Figure 1. Power grid (run 1).
Scale bar: 20 microns. Pins as bars on the die edge.
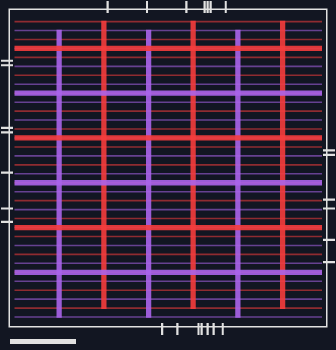
Figure 2. Placed cells, one color a class (run 1).
Fill, decap, tap and diode cells in gray.
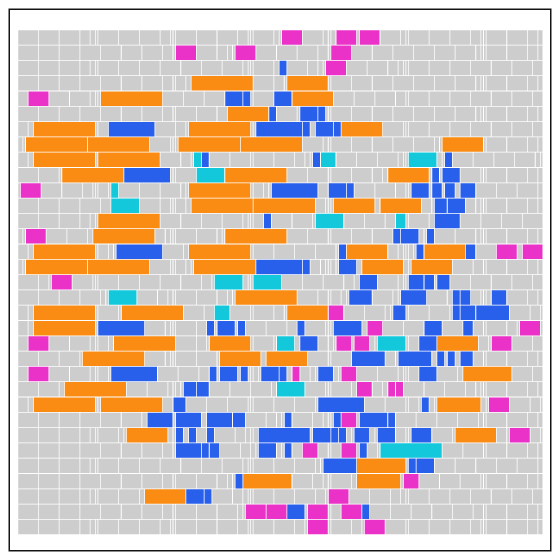
Figure 3. Routed clock nets over the placement (run 1).
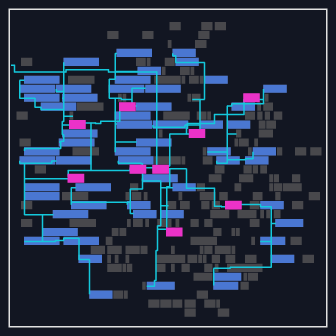
Figure 4. Metal layers overlaid (run 1).
Scale bar: 20 microns. Two of the layers only.
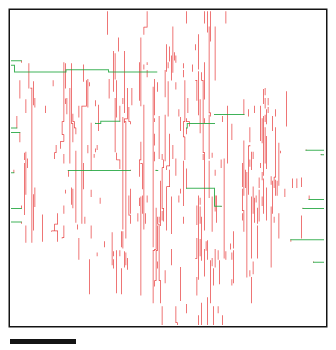
===== config.mk =====
export PLATFORM = sky130hd
export DESIGN_NAME = step_cmd_loader
export DESIGN_NICKNAME = d
export VERILOG_FILES = /design/src/rtl/step_cmd_loader.sv
export SDC_FILE = /design/constraint.sdc
export NUM_CORES = 1
export LEC_CHECK = 0
export CORE_UTILIZATION = 27
export CTS_CLUSTER_DIAMETER = 60
export CTS_CLUSTER_SIZE = 12
export DETAILED_ROUTE_END_ITERATION = 16
export GPL_TIMING_DRIVEN = 0
export PLACE_DENSITY = 0.43
export SLEW_MARGIN = 20
export SYNTH_ARGS = -nofsm -noshare
export SYNTH_HDL_FRONTEND = slang
export SYNTH_SLANG_ARGS = --single-unit

===== constraint.sdc =====
create_clock -name clk -period 2.1 [get_ports clk]
set_input_delay 0.42 -clock clk [delete_from_list [all_inputs] [get_ports clk]]
set_output_delay 0.42 -clock clk [all_outputs]
set_load 0.005 [all_outputs]

===== src/rtl/step_cmd_loader.sv =====
// Command loader for a step-pulse generator: a small command FIFO feeding a
// strobe/handshake FSM that presents one command at a time on N with a 2-cycle WR strobe.
module step_cmd_loader #(
    parameter int DEPTH   = 4,
    parameter int TIMEOUT = 8
) (
    input  logic                     clk,
    input  logic                     rst,
    input  logic [7:0]               cmd_data,
    input  logic                     cmd_valid,
    output logic                     cmd_ready,
    output logic [$clog2(DEPTH):0]   fifo_level,
    output logic [7:0]               N,
    output logic                     WR,
    input  logic                     busy,
    output logic                     idle,
    output logic                     err
);

    localparam int AW = $clog2(DEPTH);
    localparam int LW = AW + 1;
    localparam int TW = $clog2(TIMEOUT + 1);

    typedef enum logic [2:0] {
        S_IDLE    = 3'd0,
        S_STB1    = 3'd1,
        S_STB2    = 3'd2,
        S_WAIT_HI = 3'd3,
        S_WAIT_LO = 3'd4
    } state_t;

    state_t          state_q, state_d;
    logic [7:0]      mem_q [DEPTH];
    logic [AW-1:0]   wr_ptr_q, wr_ptr_d;
    logic [AW-1:0]   rd_ptr_q, rd_ptr_d;
    logic [LW-1:0]   level_q, level_d;
    logic [7:0]      n_q, n_d;
    logic            wr_q, wr_d;
    logic            idle_q, idle_d;
    logic            err_q, err_d;
    logic [TW-1:0]   timer_q, timer_d;
    logic            push_s;
    logic            pop_s;

    assign cmd_ready  = (level_q < LW'(DEPTH));
    assign fifo_level = level_q;
    assign N          = n_q;
    assign WR         = wr_q;
    assign idle       = idle_q;
    assign err        = err_q;

    // FIFO bookkeeping: pops happen only from IDLE, so at most one command is in flight
    always_comb begin
        push_s   = cmd_valid && (level_q < LW'(DEPTH));
        pop_s    = (state_q == S_IDLE) && (level_q != {LW{1'b0}});
        wr_ptr_d = wr_ptr_q;
        rd_ptr_d = rd_ptr_q;
        level_d  = level_q;
        if (push_s) begin
            wr_ptr_d = wr_ptr_q + AW'(1);
        end else begin
            wr_ptr_d = wr_ptr_q;
        end
        if (pop_s) begin
            rd_ptr_d = rd_ptr_q + AW'(1);
        end else begin
            rd_ptr_d = rd_ptr_q;
        end
        case ({push_s, pop_s})
            2'b10:   level_d = level_q + LW'(1);
            2'b01:   level_d = level_q - LW'(1);
            default: level_d = level_q;
        endcase
    end

    // Strobe/handshake sequencing and timeout detection while waiting for busy
    always_comb begin
        state_d = state_q;
        timer_d = timer_q;
        err_d   = err_q;
        n_d     = n_q;
        case (state_q)
            S_IDLE: begin
                if (pop_s) begin
                    state_d = S_STB1;
                    n_d     = mem_q[rd_ptr_q];
                end else begin
                    state_d = S_IDLE;
                end
            end
            S_STB1: state_d = S_STB2;
            S_STB2: begin
                state_d = S_WAIT_HI;
                timer_d = {TW{1'b0}};
            end
            S_WAIT_HI: begin
                if (busy) begin
                    state_d = S_WAIT_LO;
                end else if (timer_q == TW'(TIMEOUT - 1)) begin
                    err_d   = 1'b1;
                    state_d = S_IDLE;
                end else begin
                    timer_d = timer_q + TW'(1);
                end
            end
            S_WAIT_LO: begin
                if (!busy) begin
                    state_d = S_IDLE;
                end else begin
                    state_d = S_WAIT_LO;
                end
            end
            default: state_d = S_IDLE;
        endcase
        // WR and idle are registered from the next state so they align with the state they describe
        wr_d   = !((state_d == S_STB1) || (state_d == S_STB2));
        idle_d = (state_d == S_IDLE) && (level_d == {LW{1'b0}});
    end

    // Command storage; a reset cycle never writes
    always_ff @(posedge clk) begin
        if (!rst && push_s) begin
            mem_q[wr_ptr_q] <= cmd_data;
        end
    end

    // State and output registers with synchronous reset
    always_ff @(posedge clk) begin
        if (rst) begin
            state_q  <= S_IDLE;
            wr_ptr_q <= {AW{1'b0}};
            rd_ptr_q <= {AW{1'b0}};
            level_q  <= {LW{1'b0}};
            n_q      <= 8'h00;
            wr_q     <= 1'b1;
            idle_q   <= 1'b1;
            err_q    <= 1'b0;
            timer_q  <= {TW{1'b0}};
        end else begin
            state_q  <= state_d;
            wr_ptr_q <= wr_ptr_d;
            rd_ptr_q <= rd_ptr_d;
            level_q  <= level_d;
            n_q      <= n_d;
            wr_q     <= wr_d;
            idle_q   <= idle_d;
            err_q    <= err_d;
            timer_q  <= timer_d;
        end
    end

endmodule


==> results.json, run 1 <==
{
  "pg_comb_uw": 1570,
  "synthAoiAreaFrac": 0.0650,
  "holdCritStartpoint": "N[4]",
  "achievable-frequency_mhz": 486,
  "outcome": "complete, no violations",
  "dieArea_sq_mm": 0.00922,
  "timing.setup.tns_ns": 0,
  "setup_viol": 0,
  "internal-power_uw": 2780,
  "hold_fix_buffers_cts": 0,
  "comb_share": 0.286,
  "final_common_cell": "edfxtp_1",
  "grt_util_met2": 0.171,
  "synth-cells-yosys": 175,
  "cts-resized-gates": 8,
  "worst-path-stages": 9,
  "grt.overflow.total": 0,
  "io_pins": 27,
  "fin_ws_ns": 0.0424,
  "dr.first_iter.drc_count": 39,
  "area_leaders": "edfxtp_1 (40%), dfxtp_1 (21%), mux4_2 (7.6%)",
  "p_seq_uw": 1510,
  "postSynthRegisterBits": 57
}
Back to the opening pictures, Figure 1:
net	color
VDD	red
VSS	purple
rows	33
signal pins	27
met4 straps	6
placeable core area: 0.00838 sq mm
Die H: 96.0 microns
Die W: 96.0 microns
Max VDD drop: 0.424 mV

Back to the opening pictures, Figure 2:
class	color	cells	share of their area
registers	orange	57	50%
remaining logic cells	blue	112	31%
remaining buffers and delay cells	magenta	39	12%
clock drivers and dummy loads	cyan	16	6.5%
Seq area share: 0.482
final non-filler cell area: 0.00306 sq mm
Final Util: 0.365

Back to the opening pictures, Figure 3:
[clock-net drivers] magenta | count: 9
[clock wires] cyan | length: 758 microns
[flip-flops] blue | count: 57
routed clock nets	10
Clk power: 976 uW
Clk network pwr share: 0.241
setup clock skew after layout: 0.00815 ns
clock network latency to the later pin of the worst-skew pair: 0.33 ns

Back to the opening pictures, Figure 4:
layer	color	wire length
M3	green	153 microns
M2	red	2150 microns
post-DR wirelength/cell: 13.6 microns
total routed wirelength: 4.46 mm

Figure 5. Clock wiring as the flow saved it (run 1).
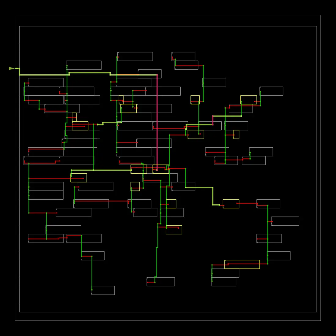

--- run 2 (diff from run 1) ---
SKIP_CTS_REPAIR_TIMING = 1   (was not set)
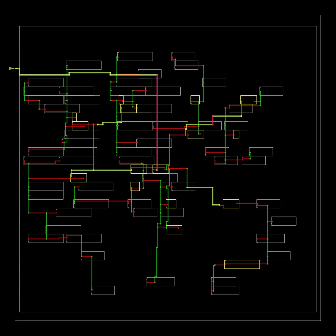
Figure 6: run 2, clock wiring as the flow saved it.
number of clock sinks seen by CTS: 57
number of buffers created by CTS: 9
setup clock skew after layout: 0.00750 ns
number of clock-tree buffers in the layout: 11

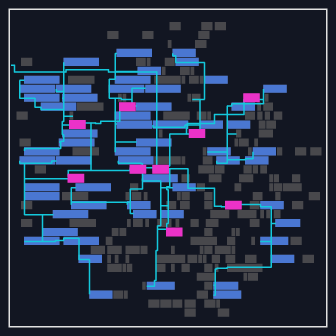
Figure 7: run 2, routed clock nets over the placement.
[flip-flops] blue | count: 57
[clock-net drivers] magenta | count: 9
[clock wires] cyan | length: 762 microns
routed clock nets	10
Clk power: 977 uW
Clk network pwr share: 0.237

==> run 2 against run 1 <==
- the run now ends with setup timing left
- synthesized area did not move
- total power is 1.8% higher
- register-to-register slack worse by 0.09 ns
- maximum frequency down 4.1%
- non-clock buffer count rose by 2
- die area stayed put
- combinational power grew 4%
- critical endpoint unchanged
==> results.json, run 2 <==
{
  "outcome": "finished, violations left",
  "failed_checks": "setup timing",
  "grt_util_met2": 0.168,
  "final_common_cell": "edfxtp_1",
  "setup_viol": 1,
  "internal-power_uw": 2830,
  "core_sq_mm": 0.00838,
  "seq_area_frac": 0.479,
  "fin_ws_ns": -0.0447,
  "achievable-frequency_mhz": 466,
  "timing.setup.tns_ns": -0.0447,
  "pg_comb_uw": 1640,
  "final_core_utilization": 0.368,
  "dieHeight_microns": 96.0,
  "routed_wl_mm": 4.55,
  "holdCritStartpoint": "N[4]",
  "synthAoiAreaFrac": 0.0650,
  "die-width_microns": 96.0,
  "area_leaders": "edfxtp_1 (40%), dfxtp_1 (21%), mux4_2 (7.6%)",
  "post_drt_wl_per_cell_microns": 13.7,
  "postSynthRegisterBits": 57,
  "vdd_ir_drop_max_mv": 0.390,
  "dieArea_sq_mm": 0.00922
}
Power figures rest on the tool's default switching activity, not on a simulated workload.
